===== src/rtl/traffic_phase_scheduler.sv =====
`default_nettype none
// ============================================================================
//  Module   : traffic_phase_scheduler
//  Purpose  : Round-robin phase controller for a two-road intersection with
//             one pedestrian crossing. The all-red conflict zone is shared
//             between road A, road B and the pedestrian walk phase.
//  Ports    : clk, reset (async, active-high)
//             req_a, req_b   - cleaned level vehicle requests
//             ped_req        - cleaned pedestrian button (rising edge used)
//             light_a/b      - {red, yellow, green}, one-hot
//             walk           - pedestrian walk indication
//             timer          - seconds in the current state (saturates at 15)
//             state          - current state encoding
//             pending        - latched requests {ped, b, a}
//  Revision : 1.0 - initial release
// ============================================================================
module traffic_phase_scheduler #(
    parameter int TICK_DIV  = 100_000_000,
    parameter int MIN_GREEN = 6,
    parameter int MAX_GREEN = 9,
    parameter int YELLOW    = 2,
    parameter int ALL_RED   = 2,
    parameter int PED_WALK  = 5
) (
    input  logic       clk,
    input  logic       reset,
    input  logic       req_a,
    input  logic       req_b,
    input  logic       ped_req,
    output logic [2:0] light_a,
    output logic [2:0] light_b,
    output logic       walk,
    output logic [3:0] timer,
    output logic [3:0] state,
    output logic [2:0] pending
);

    // ------------------------------------------------------------------------
    // Constants
    // ------------------------------------------------------------------------
    localparam int              c_PW        = (TICK_DIV > 1) ? $clog2(TICK_DIV) : 1;
    localparam logic [c_PW-1:0] c_TICK_LAST = c_PW'(TICK_DIV - 1);

    localparam logic [3:0] c_MIN_GREEN = 4'(MIN_GREEN);
    localparam logic [3:0] c_MAX_GREEN = 4'(MAX_GREEN);
    localparam logic [3:0] c_YELLOW    = 4'(YELLOW);
    localparam logic [3:0] c_ALL_RED   = 4'(ALL_RED);
    localparam logic [3:0] c_PED_WALK  = 4'(PED_WALK);
    localparam logic [3:0] c_TIMER_MAX = 4'd15;

    localparam logic [3:0] c_S_INIT     = 4'd0;
    localparam logic [3:0] c_S_GREEN_A  = 4'd1;
    localparam logic [3:0] c_S_YELLOW_A = 4'd2;
    localparam logic [3:0] c_S_RED_A    = 4'd3;
    localparam logic [3:0] c_S_GREEN_B  = 4'd4;
    localparam logic [3:0] c_S_YELLOW_B = 4'd5;
    localparam logic [3:0] c_S_RED_B    = 4'd6;
    localparam logic [3:0] c_S_WALK     = 4'd7;
    localparam logic [3:0] c_S_WALK_CLR = 4'd8;

    // Identity of the requester most recently granted the conflict zone
    localparam logic [1:0] c_SRV_A = 2'd0;
    localparam logic [1:0] c_SRV_B = 2'd1;
    localparam logic [1:0] c_SRV_P = 2'd2;

    localparam logic [2:0] c_LIGHT_RED    = 3'b100;
    localparam logic [2:0] c_LIGHT_YELLOW = 3'b010;
    localparam logic [2:0] c_LIGHT_GREEN  = 3'b001;

    // ------------------------------------------------------------------------
    // Registers and wires
    // ------------------------------------------------------------------------
    logic [c_PW-1:0] r_presc;
    logic [3:0]      r_state;
    logic [3:0]      r_timer;
    logic            r_pend_a;
    logic            r_pend_b;
    logic            r_pend_p;
    logic [1:0]      r_last;
    logic            r_ped_d;

    logic            w_tick;
    logic [3:0]      w_state_nxt;
    logic [3:0]      w_arb_state;
    logic            w_ped_rise;
    logic            w_enter_a;
    logic            w_enter_b;
    logic            w_enter_p;
    logic            w_conf_a;
    logic            w_conf_b;

    // ------------------------------------------------------------------------
    // One-second tick prescaler
    // ------------------------------------------------------------------------
    assign w_tick = (r_presc == c_TICK_LAST);

    always_ff @(posedge clk or posedge reset) begin
        if (reset) begin
            r_presc <= '0;
        end else if (w_tick) begin
            r_presc <= '0;
        end else begin
            r_presc <= r_presc + c_PW'(1);
        end
    end

    // ------------------------------------------------------------------------
    // Round-robin arbitration: scan the ring A -> B -> P starting just after
    // the last served requester. With nothing pending, road A rests in green.
    // ------------------------------------------------------------------------
    always_comb begin
        w_arb_state = c_S_GREEN_A;
        case (r_last)
            c_SRV_A: begin
                if (r_pend_b)      w_arb_state = c_S_GREEN_B;
                else if (r_pend_p) w_arb_state = c_S_WALK;
                else if (r_pend_a) w_arb_state = c_S_GREEN_A;
            end
            c_SRV_B: begin
                if (r_pend_p)      w_arb_state = c_S_WALK;
                else if (r_pend_a) w_arb_state = c_S_GREEN_A;
                else if (r_pend_b) w_arb_state = c_S_GREEN_B;
            end
            default: begin
                if (r_pend_a)      w_arb_state = c_S_GREEN_A;
                else if (r_pend_b) w_arb_state = c_S_GREEN_B;
                else if (r_pend_p) w_arb_state = c_S_WALK;
            end
        endcase
    end

    // A green phase only yields when someone else is waiting
    assign w_conf_a = r_pend_b | r_pend_p;
    assign w_conf_b = r_pend_a | r_pend_p;

    // ------------------------------------------------------------------------
    // Phase FSM: state register
    // ------------------------------------------------------------------------
    always_ff @(posedge clk or posedge reset) begin
        if (reset) begin
            r_state <= c_S_INIT;
        end else begin
            r_state <= w_state_nxt;
        end
    end

    // ------------------------------------------------------------------------
    // Phase FSM: next-state logic. Legal transitions are tick-qualified;
    // an illegal encoding recovers to INIT immediately.
    // ------------------------------------------------------------------------
    always_comb begin
        w_state_nxt = r_state;
        case (r_state)
            c_S_INIT, c_S_RED_A, c_S_RED_B, c_S_WALK_CLR: begin
                if (w_tick && (r_timer >= c_ALL_RED)) w_state_nxt = w_arb_state;
            end
            c_S_GREEN_A: begin
                // Max-out while conflicted, or gap-out once own demand is gone
                if (w_tick && w_conf_a &&
                    ((r_timer >= c_MAX_GREEN) || (!req_a && (r_timer >= c_MIN_GREEN))))
                    w_state_nxt = c_S_YELLOW_A;
            end
            c_S_GREEN_B: begin
                if (w_tick && w_conf_b &&
                    ((r_timer >= c_MAX_GREEN) || (!req_b && (r_timer >= c_MIN_GREEN))))
                    w_state_nxt = c_S_YELLOW_B;
            end
            c_S_YELLOW_A: begin
                if (w_tick && (r_timer >= c_YELLOW)) w_state_nxt = c_S_RED_A;
            end
            c_S_YELLOW_B: begin
                if (w_tick && (r_timer >= c_YELLOW)) w_state_nxt = c_S_RED_B;
            end
            c_S_WALK: begin
                if (w_tick && (r_timer >= c_PED_WALK)) w_state_nxt = c_S_WALK_CLR;
            end
            default: begin
                w_state_nxt = c_S_INIT;
            end
        endcase
    end

    // ------------------------------------------------------------------------
    // State timer: restarts at 1 on every state change, counts ticks otherwise
    // ------------------------------------------------------------------------
    always_ff @(posedge clk or posedge reset) begin
        if (reset) begin
            r_timer <= 4'd1;
        end else if (w_state_nxt != r_state) begin
            r_timer <= 4'd1;
        end else if (w_tick && (r_timer != c_TIMER_MAX)) begin
            r_timer <= r_timer + 4'd1;
        end
    end

    // ------------------------------------------------------------------------
    // Request latching. Grant entry clears a flag and takes priority over a
    // simultaneous set.
    // ------------------------------------------------------------------------
    assign w_ped_rise = ped_req & ~r_ped_d;
    assign w_enter_a  = (w_state_nxt == c_S_GREEN_A) && (r_state != c_S_GREEN_A);
    assign w_enter_b  = (w_state_nxt == c_S_GREEN_B) && (r_state != c_S_GREEN_B);
    assign w_enter_p  = (w_state_nxt == c_S_WALK)    && (r_state != c_S_WALK);

    always_ff @(posedge clk or posedge reset) begin
        if (reset) begin
            r_pend_a <= 1'b0;
            r_pend_b <= 1'b0;
            r_pend_p <= 1'b0;
            r_ped_d  <= 1'b0;
        end else begin
            r_ped_d <= ped_req;

            if (w_enter_a)                             r_pend_a <= 1'b0;
            else if (req_a && (r_state != c_S_GREEN_A)) r_pend_a <= 1'b1;

            if (w_enter_b)                             r_pend_b <= 1'b0;
            else if (req_b && (r_state != c_S_GREEN_B)) r_pend_b <= 1'b1;

            if (w_enter_p)                                r_pend_p <= 1'b0;
            else if (w_ped_rise && (r_state != c_S_WALK)) r_pend_p <= 1'b1;
        end
    end

    // ------------------------------------------------------------------------
    // Last served requester, updated on grant entry
    // ------------------------------------------------------------------------
    always_ff @(posedge clk or posedge reset) begin
        if (reset) begin
            r_last <= c_SRV_P;
        end else if (w_enter_a) begin
            r_last <= c_SRV_A;
        end else if (w_enter_b) begin
            r_last <= c_SRV_B;
        end else if (w_enter_p) begin
            r_last <= c_SRV_P;
        end
    end

    // ------------------------------------------------------------------------
    // Moore output decode
    // ------------------------------------------------------------------------
    always_comb begin
        light_a = c_LIGHT_RED;
        light_b = c_LIGHT_RED;
        walk    = 1'b0;
        case (r_state)
            c_S_GREEN_A:  light_a = c_LIGHT_GREEN;
            c_S_YELLOW_A: light_a = c_LIGHT_YELLOW;
            c_S_GREEN_B:  light_b = c_LIGHT_GREEN;
            c_S_YELLOW_B: light_b = c_LIGHT_YELLOW;
            c_S_WALK:     walk    = 1'b1;
            default: ;
        endcase
    end

    assign timer   = r_timer;
    assign state   = r_state;
    assign pending = {r_pend_p, r_pend_b, r_pend_a};

endmodule
`default_nettype wire


===== config.mk =====
export PLATFORM = sky130hd
export DESIGN_NAME = traffic_phase_scheduler
export DESIGN_NICKNAME = d
export VERILOG_FILES = /design/src/rtl/traffic_phase_scheduler.sv
export SDC_FILE = /design/constraint.sdc
export NUM_CORES = 1
export LEC_CHECK = 0
export CORE_MARGIN = 2
export CORE_UTILIZATION = 45
export CTS_CLUSTER_SIZE = 16
export DETAILED_ROUTE_END_ITERATION = 10
export HOLD_SLACK_MARGIN = 0.02
export PLACE_DENSITY_LB_ADDON = 0.08
export SETUP_SLACK_MARGIN = 0.3
export SYNTH_ARGS = -nofsm -noshare
export SYNTH_HDL_FRONTEND = slang
export SYNTH_SLANG_ARGS = --single-unit

===== constraint.sdc =====
create_clock -name clk -period 6.8 [get_ports clk]
set_input_delay 1.02 -clock clk [delete_from_list [all_inputs] [get_ports clk]]
set_output_delay 1.02 -clock clk [all_outputs]
set_load 0.01 [all_outputs]

Run 1, placement view:
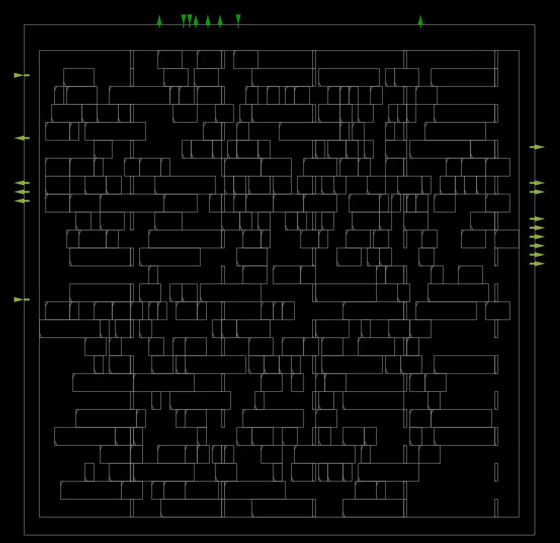
post-route insts no fill: 349
tap cell count: 70

Run 1, gate-type map:
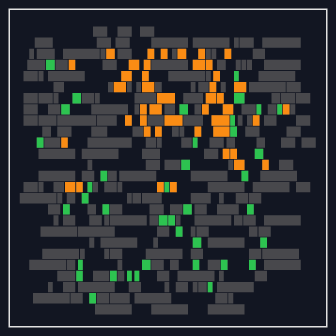
- orange: aoi and oai cells (cells 44; most used a21oi_1)
- green: nand cells (cells 39; most used nand3_1)

Run 1, clock network drawn from the DEF:
Bar = 20 um.
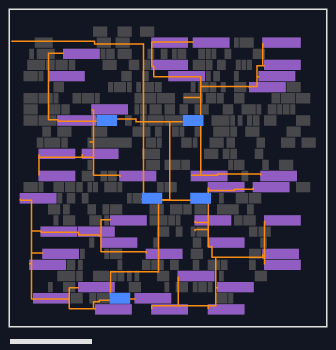
- purple: flip-flops (count 41)
- orange: clock wires (length 546 um)
- blue: clock drivers (count 5)
- flops lie: all over the die
- routed clock nets: 6

Run 1, cells coloured by class:
Bar = 20 um.
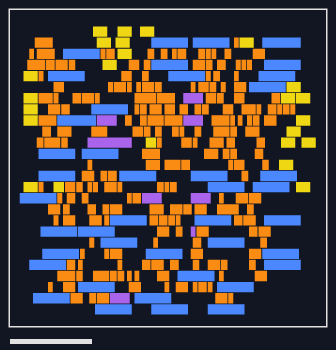
- blue: sequential cells (cells 41; share of their area 38%)
- purple: clock drivers and dummy loads (cells 8; share of their area 4.3%)
- orange: combinational and other logic (cells 206; share of their area 49%)
- yellow: remaining buffers and delay cells (cells 24; share of their area 8.7%)

==> out/qor.txt, run 1 <==
outcome = finished clean
nature of the critical path endpoint = primary output
area figure in the yosys stat output = 2422 sq um
yosys xor share = 9.039%
maximum clock insertion buffer count = 2
footprint of the flip-flops and latches = 1028 sq um
delay of the slowest critical-path stage = 710 ps
number of DRC markers after the initial detailed-route iteration = 115
dpl hpwl = 3.572 mm
AND-OR/OR-AND Cells, Area Fraction = 14.20%
library cell used as clock root buffer = sky130_fd_sc_hd__clkbuf_8
Worst IR Drop VDD = 0.1040 mV
sequential cell area fraction in the yosys report = 42.46%
TritonCTS sink count = 41
Max-area cell share = 40.29%
clock tree from TritonCTS = yes
Sequential Power Share = 53.6%
worst hold-check path type = flip-flop to flip-flop
proportion of total power due to net switching = 19.48%
required time of the critical path = 5780 ps
post-CTS resize count = 0
startpoint kind of the worst setup timing path = flip-flop
buffers inserted during post-CTS setup optimization = 0
final critical delay including setup and external delays = 3287 ps
multiplexer fraction of the synthesized cell area = 1.446%
Hold Buf Count CTS = 0
Synth warnings = 0
transition time at the pin with the least slew margin = 795.4 ps
cell with the most instances after synthesis = sky130_fd_sc_hd__dfrtp_1
Post-Syn Nets = 268
Port Buffer Count = 22
number of maximum-capacitance constraint violations = 0
count of inserted antenna diode cells = 0
global router's overall resource usage = 18.30%
detailed-route DRC error count = 0
simple-gate area share of the yosys netlist = 25.77%
crit share post-route = 48.33%
relative contribution of combinational cells to total power = 1.8%
vias in the first global route = 1,778
x dimension of the die = 77.37 um
# Cells Yosys = 258
Cell Chain, Critical Path = nor4b_1 -> clkdlybuf4s50_1
post-synthesis cell count = 258
Area Overhead vs Synth = 15.50%
clk_skew = 4.955 ps
Max Transition Viols Final = 0
count of different cell masters after synthesis = 57
Power per Cell Area = 162.7 nW/um^2
area of the core region = 5140 sq um
initial core utilization = 47.13%
Top non-seq family = simple AND/OR/NAND/NOR gates
leakage power = 1.205 nW
syn_area_per_cell = 9.389 sq um
Routed wire per std cell = 14.25 um
number of buffers created by CTS = 5
fill cell count = 503
Clock H-tree levels = 2
achievable frequency = 0.3043 GHz
vias per inst = 5.309
most numerous logic cell after layout = sky130_fd_sc_hd__dfrtp_1
Die Y-Extent = 77.37 um
cell taking the most area after synthesis = sky130_fd_sc_hd__dfrtp_1
first-pass GRT wire length = 8.756 mm
top area cells in the synthesized netlist = sky130_fd_sc_hd__dfrtp_1 40%, sky130_fd_sc_hd__nor2_1 5.1%, sky130_fd_sc_hd__xor2_1 5.1%
power dissipated by switching net loads = 0.08865 mW
arrival time worst endpoint = 2270 ps
worst-path fanout max = 15
largest net degree at the start of global routing = 42
P_int = 0.3664 mW
Sum Neg Setup Slack = 0 ps
chip area = 5986 sq um
I/O pin count = 23
final global-route overflow total = 0
Clk network pwr share = 44.6%
count of tool warnings = 29
fraction of layout cells with a size suffix above 1 = 9.319%
Power, Total = 0.4551 mW
RSZ-0062 raised after global routing = false
total of endpoints with negative setup slack in the final report = 0
latest clock arrival within the worst-skew pair = 290 ps
primary flip-flop cell chosen by synthesis mapping = sky130_fd_sc_hd__dfrtp_1
run 1: worst paths after layout:
path,slack [ps],start,to,depth (start not counted)
setup reg to reg,3940,r_presc[0]$_DFF_PP0_,timer[2]$_DFFE_PP0P_,9
min in group asynchronous,1150,reset,r_presc[24]$_DFF_PP0_,3
max in group asynchronous,5280,reset,timer[0]$_DFFE_PP1P_,3
hold / removal,480,r_presc[0]$_DFF_PP0_,r_presc[0]$_DFF_PP0_,1
hold reg to reg,480,r_presc[0]$_DFF_PP0_,r_presc[0]$_DFF_PP0_,1
setup / recovery,3510,state[1]$_DFF_PP0_,light_a[1],2
run 1: per-stage QoR:
step | instance area, sq um | hold WS, ps | setup WS (ps) | instances | utilization [%]
CTS | 2798 | 488.4 | 3509 | 349 | 54.43
detailed placement | 2681 | 478.1 | 3675 | 341 | 52.17
global route | 2798 | 502.8 | 3398 | 349 | 54.43
floorplan | 2422 | 454.9 | 4204 | 258 | -
finish | 2798 | 484.7 | 3513 | 349 | 54.43
global placement | 2681 | 477.9 | 3746 | 341 | 52.17
run 1: power groups by stage:
stage / registers (mW) / clock network, mW / logic [mW]
floorplan: 0.249 / 0 / 0.00418
global placement: 0.249 / 0 / 0.00888
detailed placement: 0.249 / 0 / 0.00883
CTS: 0.244 / 0.211 / 0.00882
global route: 0.244 / 0.221 / 0.00980
finish: 0.244 / 0.203 / 0.00828
run 1: layout make-up:
| cell class | count | area share [%] |
|---|---|---|
| Sequential cell | 41 | 36.76 |
| Inverter | 12 | 1.610 |
| Multi-Input combinational cell | 194 | 45.93 |
| Timing Repair Buffer | 24 | 8.408 |
| Clock buffer | 7 | 3.086 |
| Clock inverter | 1 | 1.073 |
| Tap cell | 70 | 3.131 |
run 1: worst reg2reg max path: cells and delay by family, from the launching register on:
kind / cells / cell delay (ps)
DFF: 1 / 390
AOI/OAI and AO/OA: 2 / 430
muxes: 1 / 310
and+or+nand+nor: 5 / 1430
adders and majority gates: 1 / 220
run 1: routing by layer:
layer / vias to the layer above / GRT usage, % / routed length, um
met2: 37 / 26.00 / 2054
met1: 863 / 27.69 / 2626
li1: 947 / - / -
met4: 0 / 6.429 / 74
met3: 6 / 3.488 / 217
met5: - / 0 / 0
run 1: state kept, by name (all words and copies together) (netlist names):
signal	cells
r_ped_d	1
r_presc	27
timer	4
r_pend_p	1
state	4
r_pend_b	1
r_pend_a	1
r_last	2
run 1: cell families (layout without fill, tap and decap cells):
group                      Yosys count  count (layout)
xor gates and xnor gates            25              25
buffers and inverters               23              44
adders and majority gates            5               5
AOI/OAI and AO/OA                   51              51
DFF                                 41              41
and+or+nand+nor                    110             110
muxes                                3               3
Run 1, met2 routing:
Cells faint in the background.
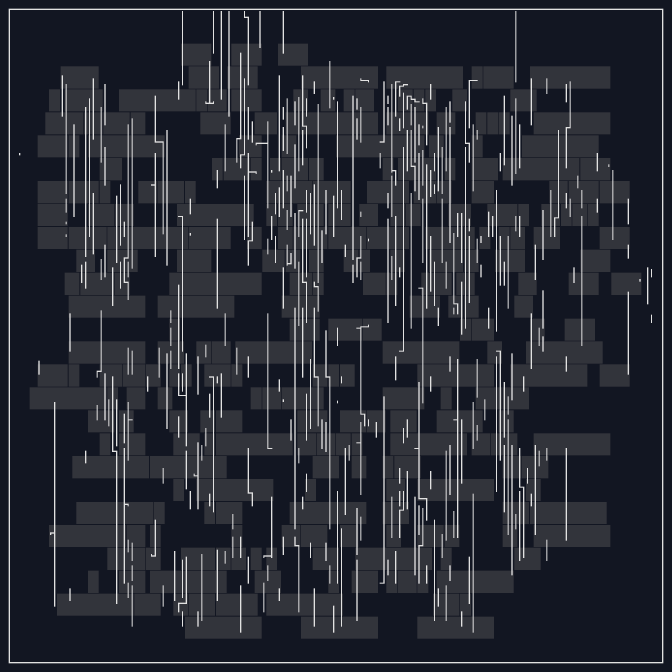

==> run 2, diff against run 1 <==
==> constraint.sdc (replaced) <==
create_clock -name clk -period 2.75 [get_ports clk]
set_input_delay 0.4125 -clock clk [delete_from_list [all_inputs] [get_ports clk]]
set_output_delay 0.4125 -clock clk [all_outputs]
set_load 0.01 [all_outputs]
Run 2, met2 routing:
Cells faint in the background.
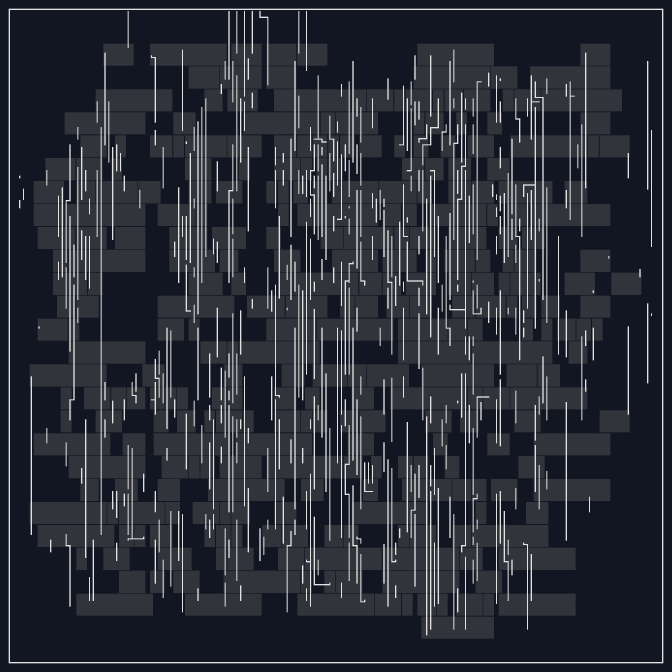
- share of all routed wire: 45%
- wire length on this layer: 2,580 um

Run 2, cells coloured by class:
Bar = 20 um.
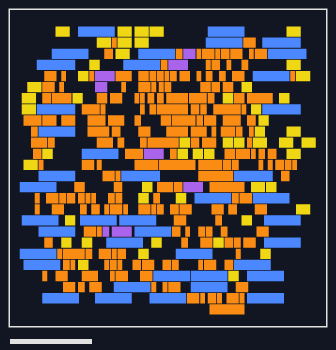
- purple: clock drivers and dummy loads (cells 8; share of their area 3.0%)
- blue: sequential cells (cells 41; share of their area 34%)
- orange: combinational and other logic (cells 206; share of their area 49%)
- yellow: remaining buffers and delay cells (cells 52; share of their area 15%)

==> out/qor.txt, run 2 <==
end of the worst hold path = r_presc[23]$_DFF_PP0_
Cell Chain, Critical Path = nor4b_4 -> and4_1 -> and4_4 -> mux2_4 -> or3_4 -> o31ai_4 -> o211ai_2 -> nand2b_4
fraction of layout cells with a size suffix above 1 = 27.04% (+18 points)
initial core utilization = 47.13% (unchanged)
syn_area_per_cell = 9.389 sq um (unchanged)
power dissipated by switching net loads = 0.2401 mW (+170%)
fill cell count = 447 (-11%)
number of buffers created by CTS = 5 (unchanged)
final design utilization = 61.39% (+7.0 points)
leakage power = 1.389 nW (+15%)
number of DRC markers after the initial detailed-route iteration = 151 (+31%)
outcome = finished clean
Max Transition Viols Final = 0 (unchanged)
post-synthesis cell count = 258 (unchanged)
maximum clock insertion buffer count = 2 (unchanged)
Area Overhead vs Synth = 30.27%
clk_skew = 13.58 ps (+8.627 ps)
final critical delay including setup and external delays = 2503 ps
startpoint kind of the worst setup timing path = flip-flop
required time of the critical path = 2990 ps (-2790 ps)
post-route insts no fill = 377 (+8.0%)
latest clock arrival within the worst-skew pair = 310 ps (+20 ps)
Port Buffer Count = 22 (unchanged)
x dimension of the die = 77.37 um (unchanged)
primary flip-flop cell chosen by synthesis mapping = sky130_fd_sc_hd__dfrtp_1
Post-Syn Nets = 268 (unchanged)
Die Y-Extent = 77.37 um (unchanged)
detailed-route DRC error count = 0 (unchanged)
area of the core region = 5140 sq um (unchanged)
Power per Cell Area = 326.6 nW/um^2 (+100%)
Sequential Power Share = 58.5% (+4.9 points)
library cell used as clock root buffer = sky130_fd_sc_hd__clkbuf_8
nature of the critical path endpoint = flip-flop
vias in the first global route = 1,925 (+8.3%)
transition time at the pin with the least slew margin = 514.1 ps (-281.3 ps)
# Cells Yosys = 258 (unchanged)
P_int = 0.7904 mW (+120%)
achievable frequency = 0.3996 GHz
sequential cell area fraction in the yosys report = 42.46% (unchanged)
number of cells after detailed placement = 353 (+3.5%)
TritonCTS sink count = 41 (unchanged)
total of endpoints with negative setup slack in the final report = 0 (unchanged)
Worst Hold Path Cells = 1 (unchanged)
Worst IR Drop VDD = 0.1925 mV (+85%)
cell taking the most area after synthesis = sky130_fd_sc_hd__dfrtp_1
number of maximum-capacitance constraint violations = 0 (unchanged)
dpl hpwl = 3.861 mm (+8.1%)
worst hold-check path type = flip-flop to flip-flop
Run 2, gate-type map:
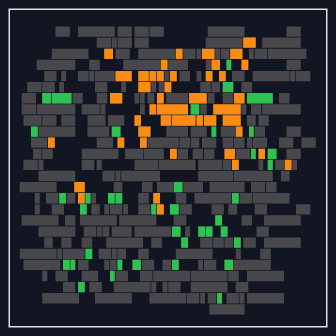
- green: nand cells (cells 39; most used nand3_1)
- orange: aoi and oai cells (cells 44; most used a21oi_1)

run 2: cell counts after synthesis:
Identical to the previous run, type by type.
run 2: kinds of logic (layout without fill, tap and decap cells):
family,count (synthesis),after routing,share of synthesized area [%]
buffers and inverters,23,72,4.493
flip-flops,41,41,42.46
AND/OR/NAND/NOR,110,110,25.78
adder cells (fa/ha/maj),5,5,2.583
XOR/XNOR,25,25,9.039
AND-OR/OR-AND,51,51,14.20
multiplexers,3,3,1.446
run 2: final cells by class:
| class | instances | area [sq um] | area share [%] |
|---|---|---|---|
| Multi-Input combinational cell | 194 | 1451 | 46.00 |
| Sequential cell | 41 | 1035 | 32.79 |
| Timing Repair Buffer | 52 | 445.4 | 14.12 |
| Tap cell | 70 | 87.58 | 2.776 |
| Clock buffer | 5 | 68.82 | 2.181 |
| Inverter | 12 | 45.04 | 1.427 |
| Clock inverter | 3 | 22.52 | 0.7137 |
run 2: power by group through the flow:
stage               Combinational (mW)  Clock (mW)  Sequential, mW
detailed placement              0.0219           0           0.615
CTS                             0.0221       0.414           0.603
global route                    0.0248       0.442           0.603
global placement                0.0217           0           0.615
floorplan                       0.0103           0           0.615
finish                          0.0212       0.406           0.603
run 2: metrics by stage:
step / worst slack (ps) / hold WS [ps] / area, sq um
after floorplan: 270.6 / 443.9 / 2449
after global placement: 199.8 / 476.4 / 2791
after detailed placement: 130.0 / 479.8 / 2791
after CTS: 251.1 / 506.6 / 3020
after global routing: 132.9 / 540.6 / 3156
final: 247.5 / 501.6 / 3156
run 2: worst max-delay path by stage:
stage	from	to	slack (ps)	cells after the start
after floorplan	r_presc[0]$_DFF_PP0_	timer[0]$_DFFE_PP1P_	270	10
after global placement	r_presc[0]$_DFF_PP0_	timer[0]$_DFFE_PP1P_	200	10
after detailed placement	r_presc[9]$_DFF_PP0_	timer[0]$_DFFE_PP1P_	130	8
after CTS	r_presc[12]$_DFF_PP0_	timer[0]$_DFFE_PP1P_	250	8
after global routing	r_presc[8]$_DFF_PP0_	timer[0]$_DFFE_PP1P_	130	8
final	r_presc[8]$_DFF_PP0_	timer[0]$_DFFE_PP1P_	250	8
run 2: what timing repair did:
item	in CTS	in global routing
gates resized	12	23
pin swaps	10	7
endpoints found under the hold margin	0	0
endpoints found under the setup margin	12	13
setup buffers	11	5
run 2: worst max-delay path: cells and delay by family, from the launching register on:
kind	cells	cell delay (ps)
flops	1	420
simple gates	5	1330
mux	1	300
compound gates	2	360
run 2: metal layers:
layer / share of wire (%) / track usage [%] / vias up / wire, um
met5: 0 / 0 / - / 0
met4: 1.2 / 5.536 / 0 / 70
met3: 3.8 / 3.256 / 6 / 219
met2: 45 / 28.96 / 47 / 2582
met1: 50 / 30.62 / 996 / 2820
li1: - / - / 1005 / -
Power figures rest on the tool's default switching activity, not on a simulated workload.
